==> config.mk <==
export PLATFORM = sky130hd
export DESIGN_NAME = sr_cmd_gen_flat
export DESIGN_NICKNAME = d
export VERILOG_FILES = /design/src/rtl/sr_cmd_gen_if.sv /design/src/rtl/sr_cmd_gen.sv /design/src/flat_wrapper.sv
export SDC_FILE = /design/constraint.sdc
export NUM_CORES = 1
export LEC_CHECK = 0
export CORE_MARGIN = 5
export CORE_UTILIZATION = 45
export CTS_BUF_LIST = sky130_fd_sc_hd__clkbuf_2 sky130_fd_sc_hd__clkbuf_4 sky130_fd_sc_hd__clkbuf_8
export CTS_CLUSTER_SIZE = 20
export DETAILED_ROUTE_END_ITERATION = 6
export PLACE_DENSITY_LB_ADDON = 0.08
export SYNTH_ARGS = -nofsm -noshare
export SYNTH_HDL_FRONTEND = slang
export SYNTH_SLANG_ARGS = --single-unit
==> constraint.sdc <==
create_clock -name clk -period 1.7 [get_ports clk]
set_clock_uncertainty 0.15 [all_clocks]
set_input_delay 0.17 -clock clk [delete_from_list [all_inputs] [get_ports clk]]
set_output_delay 0.17 -clock clk [all_outputs]
set_load 0.005 [all_outputs]
==> src/rtl/sr_cmd_gen_if.sv <==
// Button inputs and latch command outputs of the SR command generator.
interface sr_cmd_gen_if;
  logic BtnS;
  logic BtnR;
  logic S;
  logic R;
  logic Err;
  logic Busy;

  modport master (
    output BtnS, BtnR,
    input  S, R, Err, Busy
  );

  modport slave (
    input  BtnS, BtnR,
    output S, R, Err, Busy
  );
endinterface

==> src/rtl/sr_cmd_gen.sv <==
// Debounced push-button to one-shot S/R pulse generator for an SR latch.
// S and R never overlap; conflicting presses raise a one-cycle Err.
module sr_cmd_gen #(
  parameter int DEB_CYCLES   = 4,
  parameter int PULSE_CYCLES = 2,
  parameter int GAP_CYCLES   = 2
) (
  input logic         clk,
  input logic         rst,
  sr_cmd_gen_if.slave bus
);

  localparam int DW = $clog2(DEB_CYCLES) + 1;
  localparam int PMAX = (PULSE_CYCLES > GAP_CYCLES) ?
                        PULSE_CYCLES : GAP_CYCLES;
  localparam int PW = $clog2(PMAX) + 1;
  localparam logic [DW-1:0] DEB_LAST = DW'(DEB_CYCLES - 1);
  localparam logic [PW-1:0] PUL_LAST = PW'(PULSE_CYCLES - 1);
  localparam logic [PW-1:0] GAP_LAST = PW'(GAP_CYCLES - 1);

  typedef enum logic [1:0] {
    IDLE,
    SET,
    RST,
    GAP
  } state_t;

  logic [1:0]    sync1;
  logic [1:0]    sync2;
  logic [1:0]    deb;
  logic [1:0]    deb_d;
  logic [DW-1:0] dcnt [2];
  logic [1:0]    press;

  state_t        state;
  state_t        state_n;
  logic [PW-1:0] cnt;
  logic [PW-1:0] cnt_n;
  logic          err_n;

  // Channel 0 is the set button, channel 1 the reset button.
  always_ff @(posedge clk or posedge rst) begin
    if (rst) begin
      sync1 <= '0;
      sync2 <= '0;
      deb   <= '0;
      deb_d <= '0;
      for (int i = 0; i < 2; i++) dcnt[i] <= '0;
    end else begin
      sync1 <= {bus.BtnR, bus.BtnS};
      sync2 <= sync1;
      deb_d <= deb;
      for (int i = 0; i < 2; i++) begin
        if (sync2[i] == deb[i]) begin
          dcnt[i] <= '0;
        end else if (dcnt[i] == DEB_LAST) begin
          deb[i]  <= ~deb[i];
          dcnt[i] <= '0;
        end else begin
          dcnt[i] <= dcnt[i] + 1'b1;
        end
      end
    end
  end

  assign press = deb & ~deb_d;

  always_comb begin
    state_n = state;
    cnt_n   = cnt;
    err_n   = 1'b0;
    unique case (state)
      IDLE: begin
        cnt_n = '0;
        if (press[0] && press[1]) begin
          err_n = 1'b1;
        end else if (press[0]) begin
          if (deb[1]) err_n = 1'b1;
          else state_n = SET;
        end else if (press[1]) begin
          if (deb[0]) err_n = 1'b1;
          else state_n = RST;
        end
      end
      SET, RST: begin
        if (cnt == PUL_LAST) begin
          state_n = GAP;
          cnt_n   = '0;
        end else begin
          cnt_n = cnt + 1'b1;
        end
      end
      GAP: begin
        if (cnt == GAP_LAST) begin
          state_n = IDLE;
          cnt_n   = '0;
        end else begin
          cnt_n = cnt + 1'b1;
        end
      end
      default: begin
        state_n = IDLE;
        cnt_n   = '0;
      end
    endcase
  end

  // Outputs are registered copies of the next state.
  always_ff @(posedge clk or posedge rst) begin
    if (rst) begin
      state    <= IDLE;
      cnt      <= '0;
      bus.S    <= 1'b0;
      bus.R    <= 1'b0;
      bus.Err  <= 1'b0;
      bus.Busy <= 1'b0;
    end else begin
      state    <= state_n;
      cnt      <= cnt_n;
      bus.S    <= (state_n == SET);
      bus.R    <= (state_n == RST);
      bus.Err  <= err_n;
      bus.Busy <= (state_n != IDLE);
    end
  end

endmodule
==> src/flat_wrapper.sv <==
// flat-port wrapper written by rule: the top's interface ports become plain ports
module sr_cmd_gen_flat 
#(
  parameter int DEB_CYCLES   = 4,
  parameter int PULSE_CYCLES = 2,
  parameter int GAP_CYCLES   = 2
)
  (clk, rst, bus_BtnS, bus_BtnR, bus_S, bus_R, bus_Err, bus_Busy);
  sr_cmd_gen_if bus_i ();
  input logic clk;
  input logic rst;
  input wire logic [$bits(bus_i.BtnS)-1:0] bus_BtnS;
  input wire logic [$bits(bus_i.BtnR)-1:0] bus_BtnR;
  output wire logic [$bits(bus_i.S)-1:0] bus_S;
  output wire logic [$bits(bus_i.R)-1:0] bus_R;
  output wire logic [$bits(bus_i.Err)-1:0] bus_Err;
  output wire logic [$bits(bus_i.Busy)-1:0] bus_Busy;
  assign bus_i.BtnS = bus_BtnS;
  assign bus_i.BtnR = bus_BtnR;
  assign bus_S = bus_i.S;
  assign bus_R = bus_i.R;
  assign bus_Err = bus_i.Err;
  assign bus_Busy = bus_i.Busy;
  sr_cmd_gen #(.DEB_CYCLES(DEB_CYCLES), .PULSE_CYCLES(PULSE_CYCLES), .GAP_CYCLES(GAP_CYCLES)) u_core (.clk(clk), .rst(rst), .bus(bus_i));
endmodule
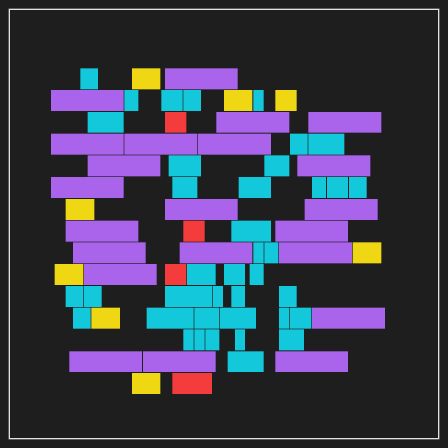
(run_1/placement_by_type.png)
(8 px per um)
class	colour	cells
flops	purple	22
combinational and other logic	cyan	39
clock drivers and dummy loads	red	4
other buffers and delay cells	yellow	8

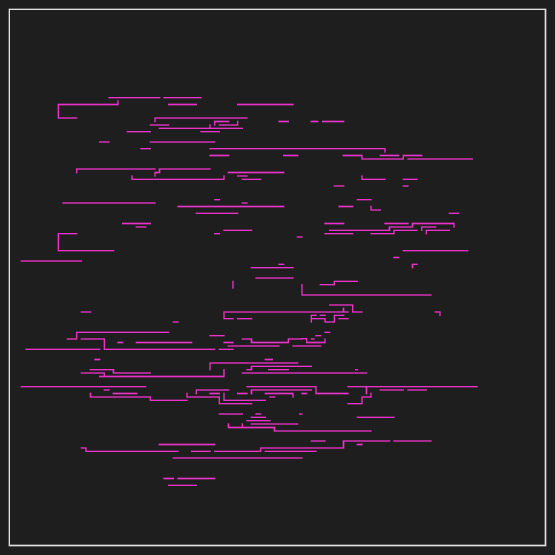
(run_1/layer_met1.png)
(10 px per um)
longest straight run	17.5 um
main direction	horizontal

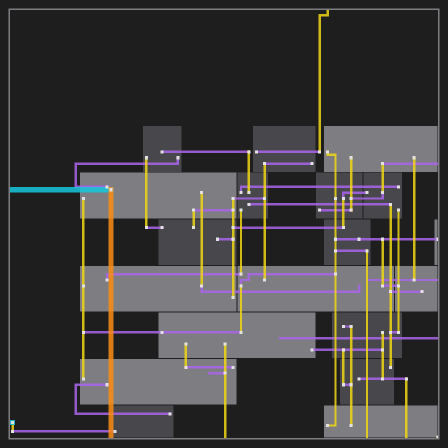
(run_1/detail.png)
Window x 1 to 26, y 28 to 53 um. Cells in grey, sequential cells in the stronger grey; small squares are vias.
layer	colour
metal 3	cyan
metal 2	yellow
metal 1	purple
metal 4	orange
cells with their middle in the window	17
netlist names of flops here include	`u_core.dcnt` (3), `u_core.sync1` (2)
sequential cells in the window	7
most frequent	dfrtp_1 (7), nor2b_1 (2), clkdlybuf4s50_1 (2)

==> impl_metrics.json, run 1 <==
{
  "die_w_um": 53.5,
  "crit_fanout": 4,
  "cp-end-kind": "flip-flop",
  "status": "completed",
  "ys_cells": 61,
  "power_density_nw_per_um2": 1630,
  "diodes": 0,
  "globalRouteTotalUtil_pct": 10.5,
  "synthAdderAreaFrac_pct": 5.88,
  "nNetsFinal": 82,
  "report.final.slew_viol_count": 0,
  "cts-buffers-inserted": 3,
  "warnings": 27,
  "hpwl_um": 833,
  "relSlewSlack_pct": 79.9,
  "die_h_um": 53.5,
  "grt_pass1_wl_mm": 2.04,
  "syn_avg_cell_area_um2": 13.9,
  "path_cells": "inv_1 -> ha_1 -> a21oi_2 -> o32ai_2 -> or2_1",
  "htree_levels": 1,
  "yosys_warnings": 0,
  "drc": 0,
  "final_cells": 98,
  "irDropWorstVdd_uv": 901,
  "yosysTopAreaCell": "dfrtp_1",
  "setup_ws_ps": 157,
  "max_stage_delay_ps": 400,
  "synth_cell_type_count": 22
}
## run 1: flip-flops by register name (all words and copies together) (netlist names)
name,flops
u_core.sync1,2
u_core.state,2
u_core.bus.S,1
u_core.cnt,2
u_core.deb,2
u_core.bus.Err,1
u_core.deb_d,2
u_core.bus.R,1
u_core.dcnt,6
u_core.sync2,2
u_core.bus.Busy,1
## run 1: logic make-up after synthesis
kind of cell               Yosys count
DFF                                 22
muxes                                2
xor gates and xnor gates             2
AOI/OAI and AO/OA                    8
buffers and inverters                3
and+or+nand+nor                     20
adders and majority gates            4
## run 1: where the power goes
part / switching (mW) / internal, mW / total [mW]
clock network: 0.143 / 0.130 / 0.273
registers: 0.108 / 0.680 / 0.788
logic: 0.257 / 0.305 / 0.562
## run 1: cell type report
| cell class | instances | area [um2] | share of cell area (%) |
|---|---|---|---|
| flip-flops and latches | 22 | 551 | 55.3 |
| multi-input cells | 36 | 289 | 29.0 |
| clock buffers | 4 | 36.3 | 3.64 |
| inverters | 3 | 11.3 | 1.13 |
| well taps | 25 | 31.3 | 3.14 |
| repair buffers | 8 | 77.6 | 7.79 |
## run 1: worst paths after layout
kind	endpoint	slack (ps)
setup / recovery	u_core.bus.Busy	160
hold / removal	u_core.cnt[1]	30
setup reg to reg	u_core.bus.Busy	160
hold reg to reg	u_core.sync2[0]	210
max in group asynchronous	u_core.sync1[1]	1150
min in group clk	u_core.sync1[1]	170
## run 1: synth_stat cells, drive strengths merged
| master | number |
|---|---|
| dfrtp | 22 |
| nor2b | 7 |
| ha | 4 |
| nor2 | 4 |
| inv | 3 |
| a21oi | 2 |
| mux2 | 2 |
| nor3 | 2 |
| nor3b | 2 |
| o21ai | 2 |
| o32ai | 2 |
| xnor2 | 2 |
| and2 | 1 |
| and2b | 1 |
| nand2b | 1 |
| nand3 | 1 |
| o21a | 1 |
| o21ba | 1 |
| or2 | 1 |
## run 1: routing by layer
metal,global-route usage (%),routed length (um),share of wire (%)
met2,14.1,493,44
met1,13.8,584,52
met4,7.66,17,1.5
met3,3.38,31,2.8
met5,0,0,0
## run 1: through the flow
stage	cell area (um2)	hold WS [ps]	util (%)	power [mW]
2_1_floorplan	851	9.23	-	1.20
3_3_place_gp	960	185	54.4	1.36
3_5_place_dp	960	185	54.4	1.37
4_1_cts	996	36.7	56.5	1.65
5_1_grt	996	68.5	56.5	1.76
6_report	996	32.3	56.5	1.62
## run 1: tightest hold or removal path: cells and delay by family
family,cells,cell delay (ps)
buf+inv,3,700
==> run 2: changes to the inputs <==
Clock period 1.7 ns to 1.78 ns, I/O delays scaled along.
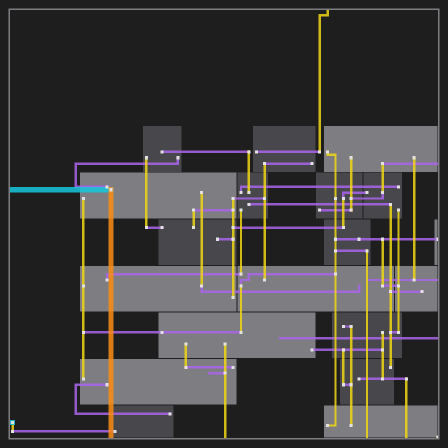
(run_2/detail.png)
Window x 1 to 26, y 28 to 53 um. Cells in grey, sequential cells in the stronger grey; small squares are vias.
layer	colour
metal 3	cyan
metal 4	orange
metal 1	purple
metal 2	yellow
cells with their middle in the window	17
sequential cells in the window	7
netlist names of flops here include	`u_core.dcnt` (3), `u_core.sync1` (2)
most frequent	dfrtp_1 (7), nor2b_1 (2), clkdlybuf4s50_1 (2)

==> run 2 against run 1 <==
Net effect:
- final area is the same
- sequential power fell by 4.4%
- core utilization unchanged
- largest power group unchanged
==> impl_metrics.json, run 2 <==
{
  "status": "completed",
  "ff_type": "dfrtp_1",
  "path_cells": "inv_1 -> ha_1 -> a21oi_2 -> o32ai_2 -> or2_1",
  "yosysMostFrequentCell": "dfrtp_1",
  "report.final.slew_viol_count": 0,
  "nNetsFinal": 82,
  "rr_endpoint": "u_core.bus.Busy",
  "hpwl_um": 833,
  "die_w_um": 53.5,
  "met2_usage_pct": 14.1,
  "power_density_nw_per_um2": 1560,
  "drc": 0,
  "irDropWorstVdd_uv": 860,
  "ys_cells": 61,
  "reg2reg_depth": 5,
  "relSlewSlack_pct": 79.9,
  "top_cells_by_count": "22 x dfrtp_1, 6 x nor2b_1, 4 x ha_1, 4 x nor2_1, 3 x inv_1",
  "reg2reg_slack_ps": 240,
  "async_flop_share_pct": 100,
  "r2r-start": "u_core.state[0]",
  "globalRouteTotalUtil_pct": 10.5,
  "post-route-util_pct": 56.5,
  "final_common_cell": "dfrtp_1",
  "diodes": 0,
  "htree_levels": 1,
  "clock_power_share_pct": 16.8,
  "p_sw_uw": 485,
  "die_h_um": 53.5,
  "yosysTopAreaCell": "dfrtp_1",
  "switching_share_pct": 31.3,
  "crit_fanout": 4,
  "p_int_mw": 1.07,
  "grt_pass1_wl_mm": 2.04,
  "met3_usage_pct": 3.38,
  "regMostFlops": "u_core.dcnt",
  "largest_reg_flops": 6,
  "top_usage_layer": "met2",
  "ant_nets": 0,
  "first_global_vias": 481,
  "synth_cell_type_count": 22,
  "yosys_warnings": 0,
  "warnings": 27,
  "syn_avg_cell_area_um2": 13.9,
  "cts-buffers-inserted": 3,
  "edf_count": 0,
  "antenna_found_initial": 0,
  "syn_nets": 69,
  "pwr-share-seq_pct": 48.6,
  "cp-end-kind": "flip-flop",
  "max_stage_delay_ps": 400
}
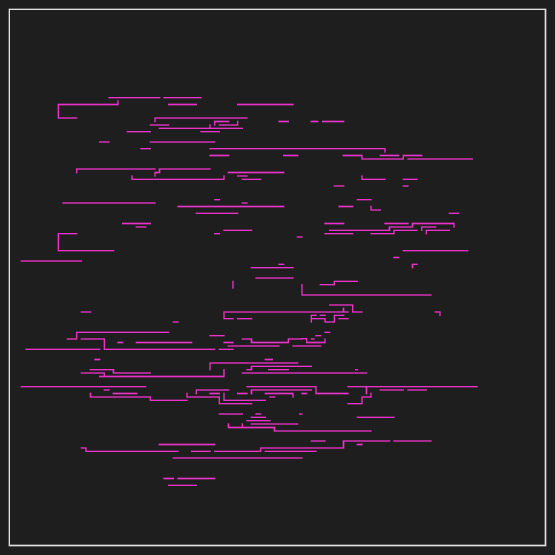
(run_2/layer_met1.png)
(10 px per um)
wire length on this layer	584 um
longest straight run	17.5 um
nets with wire on the layer	77
share of all routed wire	52%
routed wire length: 1.13 mm
met1 Usage GRT: 13.8%
routed vias: 441

==> run 2: per-stage QoR <==
stage	hold WS, ps	instance area [um2]	total power, mW	cells	setup slack [ps]
floorplan	17.2	851	1.15	61	312
detailed placement	185	960	1.31	94	251
global placement	185	960	1.30	94	263
CTS	44.7	996	1.58	98	237
global route	76.5	996	1.68	98	154
finish	40.3	996	1.55	98	237
==> run 2: layout make-up <==
type | instances | area, um2 | share of cell area (%)
tap | 25 | 31.3 | 3.14
timing repair buffer | 8 | 77.6 | 7.79
clock buffer | 4 | 36.3 | 3.64
sequential | 22 | 551 | 55.3
multi-input combinational | 36 | 289 | 29.0
inverter | 3 | 11.3 | 1.13
==> run 2: critical path, delay by kind of cell, from the launching register on <==
| family | cells | cell delay [ps] |
|---|---|---|
| AND/OR/NAND/NOR | 1 | 230 |
| AND-OR/OR-AND | 2 | 290 |
| flip-flops | 1 | 400 |
| buffers and inverters | 1 | 70 |
| adder cells (fa/ha/maj) | 1 | 300 |
==> run 2: metal layers <==
metal	wire (um)	part of all wire [%]
met1	584	52
met2	493	44
met3	31	2.8
met4	17	1.5
met5	0	0
==> run 2: kinds of logic after synthesis <==
family / synth area share (%)
flip-flops: 64.7
AND/OR/NAND/NOR: 14.7
AND-OR/OR-AND: 8.68
adder cells (fa/ha/maj): 5.88
buffers and inverters: 1.32
XOR/XNOR: 2.06
multiplexers: 2.65
==> run 2: worst max-delay path by stage <==
stage,to,start,cells past startpoint
2_1_floorplan,u_core.bus.Busy,u_core.state[0],5
3_3_place_gp,u_core.bus.R,u_core.state[1],5
3_5_place_dp,u_core.bus.Busy,u_core.state[0],5
4_1_cts,u_core.bus.Busy,u_core.state[0],5
5_1_grt,u_core.bus.R,u_core.state[1],5
6_report,u_core.bus.Busy,u_core.state[0],5
==> run 2: power by group through the flow <==
| stage | Sequential (mW) | Clock, mW | Combinational (mW) |
|---|---|---|---|
| after detailed placement | 0.766 | 0 | 0.543 |
| after CTS | 0.756 | 0.274 | 0.547 |
| after floorplan | 0.747 | 0 | 0.399 |
| after global routing | 0.777 | 0.300 | 0.603 |
| after global placement | 0.762 | 0 | 0.540 |
| final | 0.753 | 0.261 | 0.537 |
==> run 3: changes to the inputs <==
Settings changed: ABC_CLOCK_PERIOD_IN_PS from default to 1780.
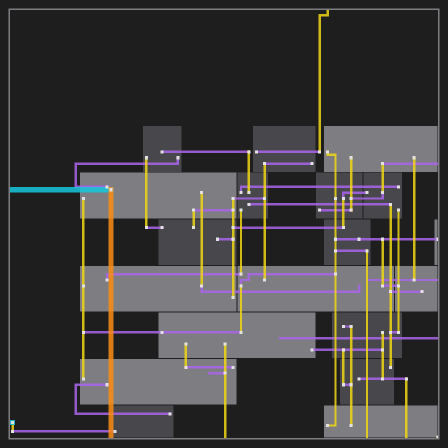
(run_3/detail.png)
Window x 1 to 26, y 28 to 53 um. Cells in grey, sequential cells in the stronger grey; small squares are vias.
layer	colour
metal 3	cyan
metal 1	purple
metal 2	yellow
metal 4	orange
cells with their middle in the window	17
netlist names of flops here include	`u_core.dcnt` (3), `u_core.sync1` (2)
most frequent	dfrtp_1 (7), nor2b_1 (2), clkdlybuf4s50_1 (2)
sequential cells in the window	7

==> run 3 against run 2 <==
Net effect:
- synthesized area unchanged
- global-route usage unchanged
- first-iteration DRC count did not move
- core utilization is the same
- worst setup slack unchanged
- die area did not move
- register-to-register slack about the same
- fmax unchanged
- critical path depth did not move
- via count did not move
- clock power hardly changed
- synthesized cell count is the same
- largest cell class unchanged
- highest routed layer unchanged
==> impl_metrics.json, run 3 <==
{
  "status": "completed",
  "die_h_um": 53.5,
  "yosysMostFrequentCell": "dfrtp_1",
  "yosys.area_share.aoi_pct": 8.68,
  "report.final.slew_viol_count": 0,
  "synthAdderAreaFrac_pct": 5.88,
  "drc": 0,
  "rr_endpoint": "u_core.bus.Busy",
  "placed_cells": 94,
  "yosysTopAreaCell": "dfrtp_1",
  "regMostFlops": "u_core.dcnt",
  "crit_fanout": 4,
  "ant_nets": 0,
  "synth_cell_type_count": 22,
  "placed_area_um2": 960,
  "logic_family": "simple AND/OR/NAND/NOR gates",
  "ff_type": "dfrtp_1",
  "nNetsFinal": 82,
  "xor_share_pct": 2.06,
  "vias": 441,
  "holdWs_ps": 40.3,
  "relSlewSlack_pct": 79.9,
  "hpwl_um": 833,
  "final_common_cell": "dfrtp_1",
  "cts-buffers-inserted": 3,
  "syn_avg_cell_area_um2": 13.9,
  "async_flop_share_pct": 100,
  "r2r-start": "u_core.state[0]",
  "post-route-util_pct": 56.5,
  "antenna_found_initial": 0,
  "cp-end-kind": "flip-flop",
  "grt_pass1_wl_mm": 2.04,
  "ys_cells": 61
}
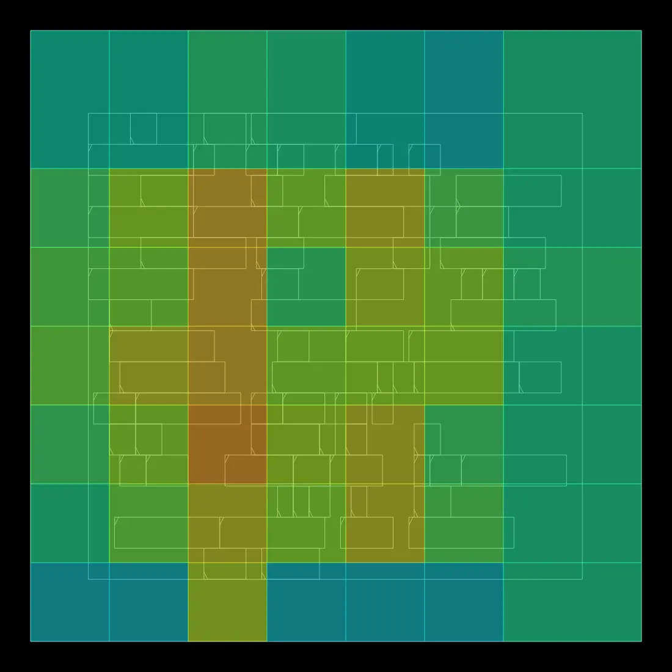
(run_3/congestion.png)
met2 Usage GRT: 14.1%
busiest grt layer: met2
M3 GR Usage: 3.38%
GRT Util Overall: 10.5%

==> run 3: cell counts in the layout (fill, tap and decap cells not counted) <==
Identical to the previous run, type by type.
==> run 3: worst max-delay path: stages, from the launching register on <==
cell     delay [ps]
dfrtp_1         400
inv_1            70
ha_1            300
a21oi_2         160
o32ai_2         130
or2_1           230
==> run 3: worst min path at each step <==
stage | startpoint | to | slack, ps
6_report | rst | u_core.cnt[1] | 40
5_1_grt | rst | u_core.cnt[1] | 80
4_1_cts | rst | u_core.deb_d[0] | 40
3_5_place_dp | u_core.sync1[0] | u_core.sync2[0] | 180
3_3_place_gp | u_core.sync1[0] | u_core.sync2[0] | 190
2_1_floorplan | rst | u_core.bus.Busy | 20
==> run 3: final cells by class <==
type	count	area [um2]	share of cell area, %
Clock buffer	4	36.3	3.64
Inverter	3	11.3	1.13
Multi-Input combinational cell	36	289	29.0
Sequential cell	22	551	55.3
Tap cell	25	31.3	3.14
Timing Repair Buffer	8	77.6	7.79
==> run 3: logic make-up after synthesis <==
group / count (synthesis)
buf+inv: 3
xor+xnor: 2
compound gates: 8
mux: 2
flops: 22
simple gates: 20
fa+ha+maj: 4
==> run 3: metal layers <==
| metal | vias up | share of wire, % | track usage (%) |
|---|---|---|---|
| met5 | - | 0 | 0 |
| met3 | 2 | 2.8 | 3.38 |
| li1 | 229 | - | - |
| met4 | 0 | 1.5 | 7.66 |
| met1 | 205 | 52 | 13.8 |
| met2 | 5 | 44 | 14.1 |
==> run 3: report_power, final <==
group          internal, mW  switching (mW)  leakage, nW  total (mW)
sequential            0.649           0.103        0.279       0.753
clock                 0.125           0.136       0.0210       0.261
combinational         0.291           0.245        0.161       0.537
Power is estimated from default activity; no workload was simulated.
